===== src/rtl/count_display_pkg.sv =====
// Shared types, sizes and the 7-segment lookup for the count display path.
package count_display_pkg;

  typedef enum logic [1:0] {
    IDLE  = 2'd0,
    SHIFT = 2'd1,
    DONE  = 2'd2
  } conv_state_t;

  localparam int NUM_DIGITS = 3;
  localparam int BCD_W      = 12;

  // Active-high segment code {g,f,e,d,c,b,a}; non-decimal nibbles render dark.
  function automatic logic [6:0] bcd_to_seg(input logic [3:0] nibble);
    logic [6:0] code;
    case (nibble)
      4'd0:    code = 7'h3F;
      4'd1:    code = 7'h06;
      4'd2:    code = 7'h5B;
      4'd3:    code = 7'h4F;
      4'd4:    code = 7'h66;
      4'd5:    code = 7'h6D;
      4'd6:    code = 7'h7D;
      4'd7:    code = 7'h07;
      4'd8:    code = 7'h7F;
      4'd9:    code = 7'h6F;
      default: code = 7'h00;
    endcase
    return code;
  endfunction

endpackage


===== src/rtl/count_display_driver_if.sv =====
// Counter-to-display bus: count input side plus BCD status and display pins.
interface count_display_driver_if;
  import count_display_pkg::*;

  // value_valid is a one-cycle strobe with no ready/backpressure: the consumer
  // always accepts it, and strobes arriving during a conversion collapse into
  // a single pending slot where the latest value wins.
  logic [7:0]            value;
  logic                  value_valid;
  logic [BCD_W-1:0]      bcd;
  logic                  busy;
  logic [6:0]            seg;
  logic [NUM_DIGITS-1:0] an;

  modport master (
    output value, value_valid,
    input  bcd, busy, seg, an
  );

  modport slave (
    input  value, value_valid,
    output bcd, busy, seg, an
  );

endinterface


===== src/rtl/count_display_driver_bin2bcd_seq.sv =====
// Sequential double-dabble converter (one shift per cycle) with a one-deep pending slot.
module bin2bcd_seq
  import count_display_pkg::*;
(
  input  logic             clkin,
  input  logic             reset,
  input  logic [7:0]       value,
  input  logic             value_valid,
  output logic [BCD_W-1:0] bcd,
  output logic             busy
);

  conv_state_t      state;
  logic [7:0]       operand;
  logic [BCD_W-1:0] scratch;
  logic [2:0]       bit_cnt;
  logic             pending;
  logic [7:0]       pend_val;
  logic [BCD_W-1:0] adjusted;

  always_comb begin
    adjusted = scratch;
    for (int d = 0; d < NUM_DIGITS; d++) begin
      if (scratch[4*d +: 4] >= 4'd5) adjusted[4*d +: 4] = scratch[4*d +: 4] + 4'd3;
    end
  end

  always_ff @(posedge clkin) begin
    if (!reset) begin
      state    <= IDLE;
      operand  <= '0;
      scratch  <= '0;
      bit_cnt  <= '0;
      pending  <= 1'b0;
      pend_val <= '0;
      bcd      <= '0;
      busy     <= 1'b0;
    end else begin
      case (state)
        IDLE: begin
          if (value_valid) begin
            operand <= value;
            scratch <= '0;
            bit_cnt <= '0;
            busy    <= 1'b1;
            state   <= SHIFT;
          end
        end
        SHIFT: begin
          // Hundreds never exceeds 2, so the adjusted MSB is always zero.
          scratch <= {adjusted[BCD_W-2:0], operand[7]};
          operand <= {operand[6:0], 1'b0};
          bit_cnt <= bit_cnt + 3'd1;
          if (bit_cnt == 3'd7) state <= DONE;
          if (value_valid) begin
            pend_val <= value;
            pending  <= 1'b1;
          end
        end
        DONE: begin
          bcd <= scratch;
          // A strobe landing on this edge is newer than pend_val, so it wins.
          if (value_valid || pending) begin
            operand <= value_valid ? value : pend_val;
            scratch <= '0;
            bit_cnt <= '0;
            pending <= 1'b0;
            state   <= SHIFT;
          end else begin
            busy  <= 1'b0;
            state <= IDLE;
          end
        end
        default: state <= IDLE;
      endcase
    end
  end

endmodule


===== src/rtl/count_display_driver.sv =====
// Count display top: BCD conversion plus 3-digit multiplexed 7-segment drive.
module count_display_driver
  import count_display_pkg::*;
#(
  parameter int REFRESH_DIV    = 1000,
  parameter int SEG_ACTIVE_LOW = 1,
  parameter int BLANK_LEADING  = 1
) (
  input logic                   clkin,
  input logic                   reset,
  count_display_driver_if.slave bus
);

  localparam logic [15:0] REFRESH_LAST = 16'(REFRESH_DIV - 1);
  localparam logic [6:0]  SEG_OFF      = (SEG_ACTIVE_LOW != 0) ? 7'h7F : 7'h00;

  logic [BCD_W-1:0]      bcd_q;
  logic                  busy_q;
  logic [15:0]           refresh_cnt;
  logic [1:0]            digit_idx;
  logic [3:0]            nibble;
  logic                  blank;
  logic [6:0]            seg_next;
  logic [NUM_DIGITS-1:0] an_next;
  logic [6:0]            seg_q;
  logic [NUM_DIGITS-1:0] an_q;

  bin2bcd_seq u_conv (
    .clkin       (clkin),
    .reset       (reset),
    .value       (bus.value),
    .value_valid (bus.value_valid),
    .bcd         (bcd_q),
    .busy        (busy_q)
  );

  // Digit selection and blanking always use the registered result, never scratch.
  always_comb begin
    nibble = 4'h0;
    blank  = 1'b0;
    case (digit_idx)
      2'd0: nibble = bcd_q[3:0];
      2'd1: begin
        nibble = bcd_q[7:4];
        blank  = (BLANK_LEADING != 0) && (bcd_q[11:8] == 4'd0) && (bcd_q[7:4] == 4'd0);
      end
      2'd2: begin
        nibble = bcd_q[11:8];
        blank  = (BLANK_LEADING != 0) && (bcd_q[11:8] == 4'd0);
      end
      default: blank = 1'b1;
    endcase
    if (blank) begin
      seg_next = SEG_OFF;
      an_next  = '1;
    end else begin
      seg_next = (SEG_ACTIVE_LOW != 0) ? ~bcd_to_seg(nibble) : bcd_to_seg(nibble);
      an_next  = ~(3'b001 << digit_idx);
    end
  end

  always_ff @(posedge clkin) begin
    if (!reset) begin
      refresh_cnt <= '0;
      digit_idx   <= '0;
      seg_q       <= SEG_OFF;
      an_q        <= '1;
    end else begin
      if (refresh_cnt == REFRESH_LAST) begin
        refresh_cnt <= '0;
        digit_idx   <= (digit_idx == 2'd2) ? 2'd0 : digit_idx + 2'd1;
      end else begin
        refresh_cnt <= refresh_cnt + 16'd1;
      end
      seg_q <= seg_next;
      an_q  <= an_next;
    end
  end

  assign bus.bcd  = bcd_q;
  assign bus.busy = busy_q;
  assign bus.seg  = seg_q;
  assign bus.an   = an_q;

endmodule


===== src/flat_wrapper.sv =====
// flat-port wrapper written by rule: the top's interface ports become plain ports
module count_display_driver_flat import count_display_pkg::*;
#(
  parameter int REFRESH_DIV    = 1000,
  parameter int SEG_ACTIVE_LOW = 1,
  parameter int BLANK_LEADING  = 1
)
  (clkin, reset, bus_value, bus_value_valid, bus_bcd, bus_busy, bus_seg, bus_an);
  count_display_driver_if bus_i ();
  input logic clkin;
  input logic reset;
  input wire logic [$bits(bus_i.value)-1:0] bus_value;
  input wire logic [$bits(bus_i.value_valid)-1:0] bus_value_valid;
  output wire logic [$bits(bus_i.bcd)-1:0] bus_bcd;
  output wire logic [$bits(bus_i.busy)-1:0] bus_busy;
  output wire logic [$bits(bus_i.seg)-1:0] bus_seg;
  output wire logic [$bits(bus_i.an)-1:0] bus_an;
  assign bus_i.value = bus_value;
  assign bus_i.value_valid = bus_value_valid;
  assign bus_bcd = bus_i.bcd;
  assign bus_busy = bus_i.busy;
  assign bus_seg = bus_i.seg;
  assign bus_an = bus_i.an;
  count_display_driver #(.REFRESH_DIV(REFRESH_DIV), .SEG_ACTIVE_LOW(SEG_ACTIVE_LOW), .BLANK_LEADING(BLANK_LEADING)) u_core (.clkin(clkin), .reset(reset), .bus(bus_i));
endmodule

===== config.mk =====
export PLATFORM = sky130hd
export DESIGN_NAME = count_display_driver_flat
export DESIGN_NICKNAME = d
export VERILOG_FILES = /design/src/rtl/count_display_pkg.sv /design/src/rtl/count_display_driver_if.sv /design/src/rtl/count_display_driver_bin2bcd_seq.sv /design/src/rtl/count_display_driver.sv /design/src/flat_wrapper.sv
export SDC_FILE = /design/constraint.sdc
export NUM_CORES = 1
export LEC_CHECK = 0
export CORE_MARGIN = 2
export CORE_UTILIZATION = 50
export CTS_CLUSTER_DIAMETER = 40
export DETAILED_ROUTE_END_ITERATION = 10
export PLACE_DENSITY = 0.77
export SYNTH_ARGS = -nofsm -noshare
export SYNTH_HDL_FRONTEND = slang
export SYNTH_HIERARCHICAL = 1
export SYNTH_SLANG_ARGS = --single-unit

===== constraint.sdc =====
create_clock -name clkin -period 3.9 [get_ports clkin]
set_input_delay 0.39 -clock clkin [delete_from_list [all_inputs] [get_ports clkin]]
set_output_delay 0.39 -clock clkin [all_outputs]
set_load 0.01 [all_outputs]

### Gate families picked out, run 1

The bar under the picture is 20 um long.
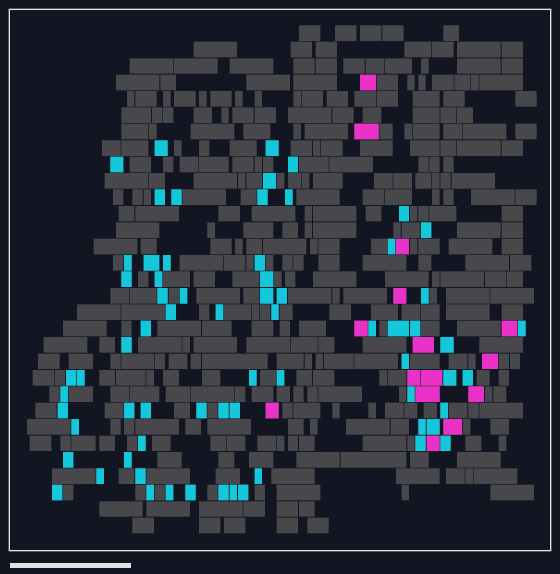
family	colour	cells	most used
NAND gates	cyan	68	nand3_1
AND and OR gates	magenta	15	or4_1
Layout Cells excl Fill: 535
Commonest Layout Cell: dfxtp_1
logic share of the area: 46.02%

### The metal 3 layer, run 1

The bar under the picture is 20 um long.
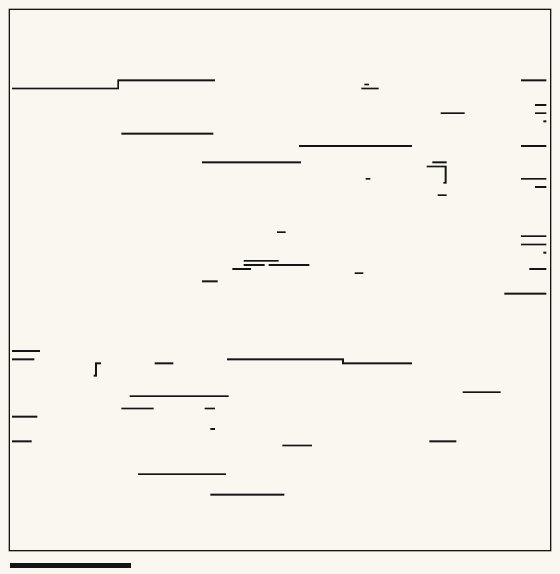
main direction	horizontal
share of all routed wire	3.6%
nets with wire on the layer	36
wire length on this layer	272 um
longest straight run	19.1 um
Routed WL: 7586 um
met3 usage: 5.263%

### Local utilization, run 1

9 x 9 tiles, from black (low) to pale yellow (high), 0 to 100% covered.
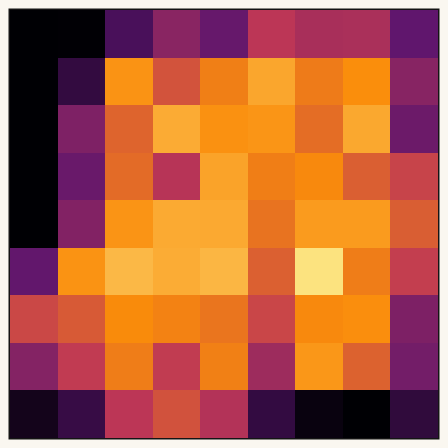
mean over tiles	52%
fullest tile	94%
tiles over 75% full	25%
emptiest ninth of the die	upper left
nearly empty tiles	8.6%
fin util: 59.41%
core area: 7176 sq um
Initial Util: 50.97%

==> run_results.csv, run 1 <==
group,metric,value,unit
layout,nNonClkInverters,20,
drt,vias_per_cell,5.664,
floorplan,io_pins,34,
drt,dr.pass1.iters,4,
synthesis,fp_nets,436,
sta,fin_ws,1.643,ns
global_route,grt_use_met2,34.88,%
synthesis,yosysSeqAreaShare,41.05,%
layout,area_growth,16.56,%
floorplan,rows,31,
power_and_ir_drop,peakVddDrop,0.2108,mV
drt,wl_met1,3387,um
floorplan,die_y,89.53,um
layout,layout.area.comb,1962,sq um
floorplan,fp.dieW,89.53,um
synthesis,ys_cells,407,
synthesis,ys_sh_mux,8.724,%
layout,num-nonclk-buffers,39,
layout,regMostFlops,"u_core/refresh_cnt",
synthesis,yosys.area_share.simple,18.82,%
hold_path,hp-class,"reg2reg",
synthesis,yosys-top-cells-area,"dfxtp_1 41%, mux2i_1 6.6%, ha_1 6.2%, nand3_1 4.1%, a21oi_1 3.8%",
power_and_ir_drop,p_leak,1.560,nW
synthesis,ys_sh_xor,2.874,%
power_and_ir_drop,power.total,1.646,mW
cts,cts_buffer_depth,2,
flow_run,max-cap-violations,0,
layout,design_area,4263,sq um
synthesis,syn_area_per_cell,8.986,sq um
global_route,grt_pass1_wl,12580,um
cts,cts_sinks,75,
setup_path,worstPathMaxFanout,25,
global_route,grt_pass1_vias,2806,
sta,clock_skew,0.009645,ns
sta,fin_crit,2.257,ns
sta,slew-limit-headroom,36.51,%
flow_run,warnings,36,
placed_design,gp_congestion,0.7938,
setup_path,crit_path_start_kind,"input pin",
cts,hold_buffers,0,
status,status,"complete, no violations",
drt,route.met3.wl,271,um
synthesis,synthTopCellsByCount,"75 x dfxtp_1, 36 x nor2_1, 30 x nand3_1, 28 x a21oi_1, 27 x nand2_1",
layout,reg_top3,"u_core/refresh_cnt: 16 flops, u_core/u_conv/bcd: 12 flops, u_core/u_conv/scratch: 12 flops",
synthesis,async_flop_share,0,%
layout,buffer_area_share,8.805,%
synthesis,edf_count,0,
sta,worst_slew_pin_slew,0.9514,ns
sta,final_hold_viol_count,0,
setup_path,cp-startpoint,"bus_value_valid",
layout,fillCellCount,619,
floorplan,chipArea,8015,sq um
global_route,grt_busiest_layer,"met2",
synthesis,ys_types,55,
sta,setup_viol,0,
synthesis,synth_area,3657,sq um
cts,numCtsBuffers,9,
sta,slew_violations,0,
layout,flop_area,1501,sq um
placed_design,port_buffers,33,
cts,cts_setup_buffers,0,
cts,clkTransAtPathRegs,0.07,ns
placed_design,place_hpwl,5289,um
cts,cts.repair.resized,0,
sta,setup_tns,0,ns
drt,num_vias,3030,
cts,insertion_delay,0.34,ns
setup_path,cp.arrival,2.49,ns
setup_path,required,4.13,ns
layout,largest_register_ffs,16,
synthesis,top_cell_area_share,41.05,%
synthesis,ys_area,3657,sq um
synthesis,synth.logic.top_family,"simple AND/OR/NAND/NOR gates",
hold_path,hold_path_startpoint,"u_core/u_conv/pend_val[2]",
drt,wl_per_cell,14.18,um
setup_path,r2r_start,"u_core/u_conv/state[1]",
global_route,antenna_found_initial,0,
drt,ant_nets,0,
layout,nClkBuffers,11,
layout,dominant_cells,"logic gates",
cts,cts_tree,"yes",
synthesis,yosys_warnings,6,
synthesis,ff_type,"dfxtp_1",
synthesis,syn_inst,407,
layout,diodes,0,
global_route,grt.total_usage,20.08,%
layout,most-common-layout-cells,"75 x dfxtp_1, 36 x nor2_1, 33 x clkdlybuf4s50_1, 30 x nand3_1, 28 x a21oi_1",
layout,final_layout_size_suffix_gt1_share,8.945,%
[run 1: worst paths after layout]
| kind | endpoint | slack (ns) | cells past startpoint |
|---|---|---|---|
| min reg2reg | u_core/u_conv/pend_val[2] | 0.46 | 2 |
| max reg2reg | u_core/u_conv/scratch[2] | 1.66 | 6 |
| min | u_core/u_conv/pend_val[2] | 0.46 | 2 |
| max | u_core/u_conv/scratch[2] | 1.64 | 6 |
[run 1: worst max-delay path, stage by stage]
cell and delay [ns]:
clkdlybuf4s50_1 0.39, buf_4 0.22, nor3b_1 0.31, or3_1 0.72, nor2_1 0.19, a32o_1 0.26
[run 1: where the power goes]
part	leakage (nW)	switching, mW	internal [mW]
Combinational	0.834	0.105	0.0695
Clock	0.115	0.266	0.392
Sequential	0.611	0.0182	0.795
Total	1.56	0.390	1.26
### Placed standard cells, run 1

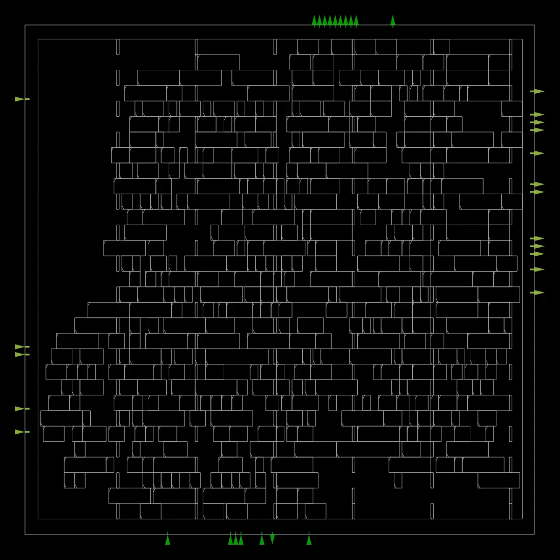

## Run 2: what changed since run 1
==> constraint.sdc (replaced) <==
create_clock -name clkin -period 2.2 [get_ports clkin]
set_input_delay 0.22 -clock clkin [delete_from_list [all_inputs] [get_ports clkin]]
set_output_delay 0.22 -clock clkin [all_outputs]
set_load 0.01 [all_outputs]
### Placed standard cells, run 2

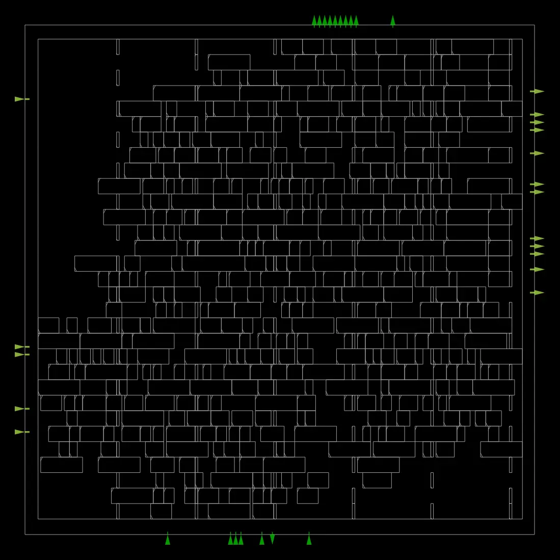
fin util: 60.19%
filler cell count: 615
flop share of the area: 34.76%
n_taps: 99
Layout Cells excl Fill: 545

### The metal 3 layer, run 2

The bar under the picture is 20 um long.
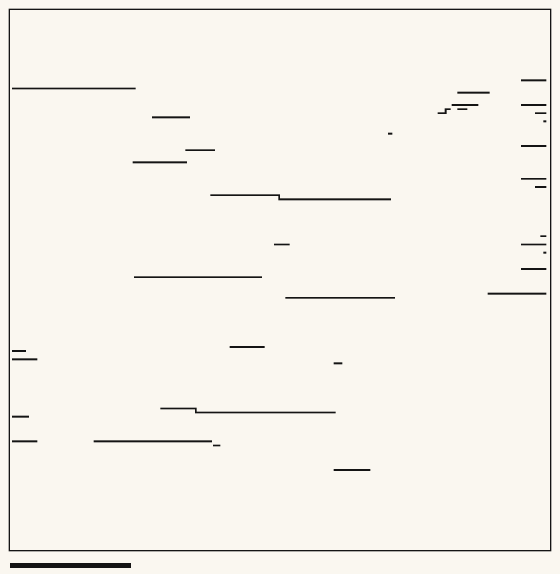
main direction	horizontal
wire length on this layer	236 um
longest straight run	23.0 um
nets with wire on the layer	29
Routed WL: 7612 um
via count of the routed design: 3044
met3 usage: 5.355%

==> run 2 against run 1 <==
  * Core utilization increased by 0.78 points
  * Critical path type is now reg2reg
  * Synthesized cell count unchanged
  * Routed wire length increased by 0.34%
  * Total power increased by 74%
  * Register-to-register slack got worse by 1.4 ns
  * Synthesized area unchanged
  * Worst hold slack got worse by 0.0014 ns
  * Combinational power increased by 84%
  * Sequential power increased by 77%
  * Largest power group unchanged
  * Global-route usage decreased by 0.18 points
  * Via count increased by 0.46%
  * First-iteration DRC count decreased by 2.3%
==> run_results.csv, run 2 <==
group,metric,value,unit
cts,clockRootBuffer,"clkbuf_8",
flow_run,warnings,36,
power_and_ir_drop,peakVddDrop,0.2996,mV
drt,highest_layer,"met4",
setup_path,max_stage_delay,0.45,ns
setup_path,required,2.46,ns
cts,cts_buffer_depth,2,
drt,met2_length,3694,um
floorplan,core_area,7176,sq um
sta,fin_crit,1.976,ns
power_and_ir_drop,switchingPower,0.7124,mW
power_and_ir_drop,p_int,2.160,mW
synthesis,ys_types,55,
setup_path,r2r_end,"u_core/u_conv/scratch[9]",
setup_path,crit_chain,"inv_1 -> ha_1 -> nor2b_1 -> or3_1 -> buf_4 -> a21o_1 -> o31ai_1",
sta,setup_tns,0,ns
synthesis,ff_type,"dfxtp_1",
sta,final_hold_viol_count,0,
setup_path,crit_path_start_kind,"flip-flop",
power_and_ir_drop,pg_comb,0.322,mW
setup_path,reg2reg_depth,7,
status,status,"complete, no violations",
sta,slew_violations,0,
synthesis,syn_area_per_cell,8.986,sq um
synthesis,synth_flops,75,
placed_design,gp_congestion,0.8381,
placed_design,port_buffers,33,
layout,reg_top3,"u_core/refresh_cnt: 16 flops, u_core/u_conv/bcd: 12 flops, u_core/u_conv/scratch: 12 flops",
layout,area_growth,18.10,%
drt,drt_iter0_markers,129,
global_route,globalRouteOverflowTotal,0,
power_and_ir_drop,power_frac_seq,50.2,%
setup_path,cp_num_buf_inv,2,
global_route,antenna_found_initial,0,
drt,vias_per_cell,5.585,
placed_design,place_hpwl,5393,um
synthesis,yosys.area_share.simple,18.82,%
global_route,grt_max_degree,33,
layout,layout_top_cell,"dfxtp_1",
layout,diodes,0,
power_and_ir_drop,maxPowerGroup,"registers",
cts,hold_buffers,0,
drt,wl_met1,3595,um
global_route,grt_use_met2,32.12,%
setup_path,cp.arrival,2.24,ns
global_route,grt_pass1_wl,12480,um
synthesis,yosysSeqAreaShare,41.05,%
synthesis,async_flop_share,0,%
synthesis,yosys.area.top_type,"dfxtp_1",
layout,most-common-layout-cells,"75 x dfxtp_1, 36 x nor2_1, 33 x clkdlybuf4s50_1, 30 x nand3_1, 28 x a21oi_1",
cts,insertion_delay,0.34,ns
placed_design,dpl.cell_count,529,
global_route,grt_use_met1,25.52,%
power_and_ir_drop,pg_clk,1.11,mW
sta,rsz0062_at_grt,"false",
setup_path,worstSetupPathDepth,7,
cts,cts_tree,"yes",
cts,numCtsBuffers,9,
global_route,grt_pass1_vias,2720,
setup_path,rrSetupSlack,0.22,ns
sta,setup_viol,0,
floorplan,fp.dieW,89.53,um
sta,post-route-period-util,89.81,%
synthesis,synth_area,3657,sq um
power_and_ir_drop,power_frac_comb,11.2,%
drt,wl_per_cell,13.97,um
flow_run,max-cap-violations,0,
setup_path,cp-end-kind,"flip-flop",
sta,max_freq,506.1,MHz
synthesis,synth_dominant_cell_count,"dfxtp_1",
power_and_ir_drop,power.total,2.872,mW
synthesis,synth.logic.top_family,"simple AND/OR/NAND/NOR gates",
layout,layout.area.comb,1962,sq um
power_and_ir_drop,p_leak,1.592,nW
floorplan,chipArea,8015,sq um
synthesis,yosys-top-cells-area,"dfxtp_1 41%, mux2i_1 6.6%, ha_1 6.2%, nand3_1 4.1%, a21oi_1 3.8%",
floorplan,io_pins,34,
floorplan,rows,31,
setup_path,r2r_start,"u_core/u_conv/state[0]",
global_route,grt.total_usage,19.90,%
synthesis,fp_nets,436,
power_and_ir_drop,switching_share,24.80,%
synthesis,ys_sh_xor,2.874,%
cts,clkTransAtPathRegs,0.08,ns
layout,nNetsFinal,470,
synthesis,top_cell_area_share,41.05,%
layout,final_layout_size_suffix_gt1_share,10.76,%
setup_path,crit_family,"simple AND/OR/NAND/NOR gates",
setup_path,critPathKind,"reg2reg",
synthesis,compound_area_share,17.07,%
sta,worst_slew_pin_slew,0.5657,ns
sta,slew-limit-headroom,62.00,%
synthesis,syn_inst,407,
synthesis,yosys_warnings,6,
global_route,grt_busiest_layer,"met2",
synthesis,synthTopCellsByCount,"75 x dfxtp_1, 36 x nor2_1, 30 x nand3_1, 28 x a21oi_1, 27 x nand2_1",
cts,cts_setup_buffers,0,
setup_path,cp-startpoint,"u_core/u_conv/state[0]",
drt,ant_nets,0,
synthesis,ys_area,3657,sq um
hold_path,hold_path_end,"u_core/u_conv/pend_val[5]",
drt,dr.pass1.iters,4,
synthesis,ys_sh_mux,8.724,%
layout,largest_register_ffs,16,
power_and_ir_drop,seq_cell_power,1.44,mW
sta,clock_skew,0.008512,ns
layout,regMostFlops,"u_core/refresh_cnt",
setup_path,crit_path_end,"u_core/u_conv/scratch[9]",
cts,cts_sinks,75,
synthesis,edf_count,0,
hold_path,hp-class,"reg2reg",
power_and_ir_drop,powerDensity,665.0,nW/um^2
setup_path,worstPathMaxFanout,8,
hold_path,hold_path_startpoint,"u_core/u_conv/pend_val[5]",
cts,cts.repair.resized,0,
hold_path,whs_path_depth,2,
synthesis,ys_cells,407,
synthesis,ys_sh_adder,6.158,%
floorplan,fp-utilization,50.97,%
cts,htree_num_levels,3,
floorplan,die_y,89.53,um
drt,route.met3.wl,235,um
layout,flop_area,1501,sq um
setup_path,critPathSlowestCell,"or3_1",
power_and_ir_drop,p_clk_share,38.6,%
==> run 2: cell counts after synthesis <==
No cell type changed its count.
==> run 2: through the flow <==
step	setup WS [ns]	cell area [sq um]	hold slack (ns)
3_5_place_dp	0.2356	4105	0.4476
3_3_place_gp	0.2662	4105	0.4429
5_1_grt	0.07946	4319	0.4716
2_1_floorplan	0.3727	3657	0.3718
4_1_cts	0.2204	4319	0.4593
6_report	0.2242	4319	0.4570
==> run 2: cell type report <==
| class | count | share of cell area [%] |
|---|---|---|
| inverter | 20 | 1.738 |
| timing repair buffer | 48 | 10.25 |
| multi-input combinational | 287 | 45.42 |
| sequential | 75 | 34.76 |
| clock buffer | 13 | 3.911 |
| clock inverter | 3 | 1.043 |
| tap | 99 | 2.868 |
No activity file was given, so power comes from the tool's default toggle rates.
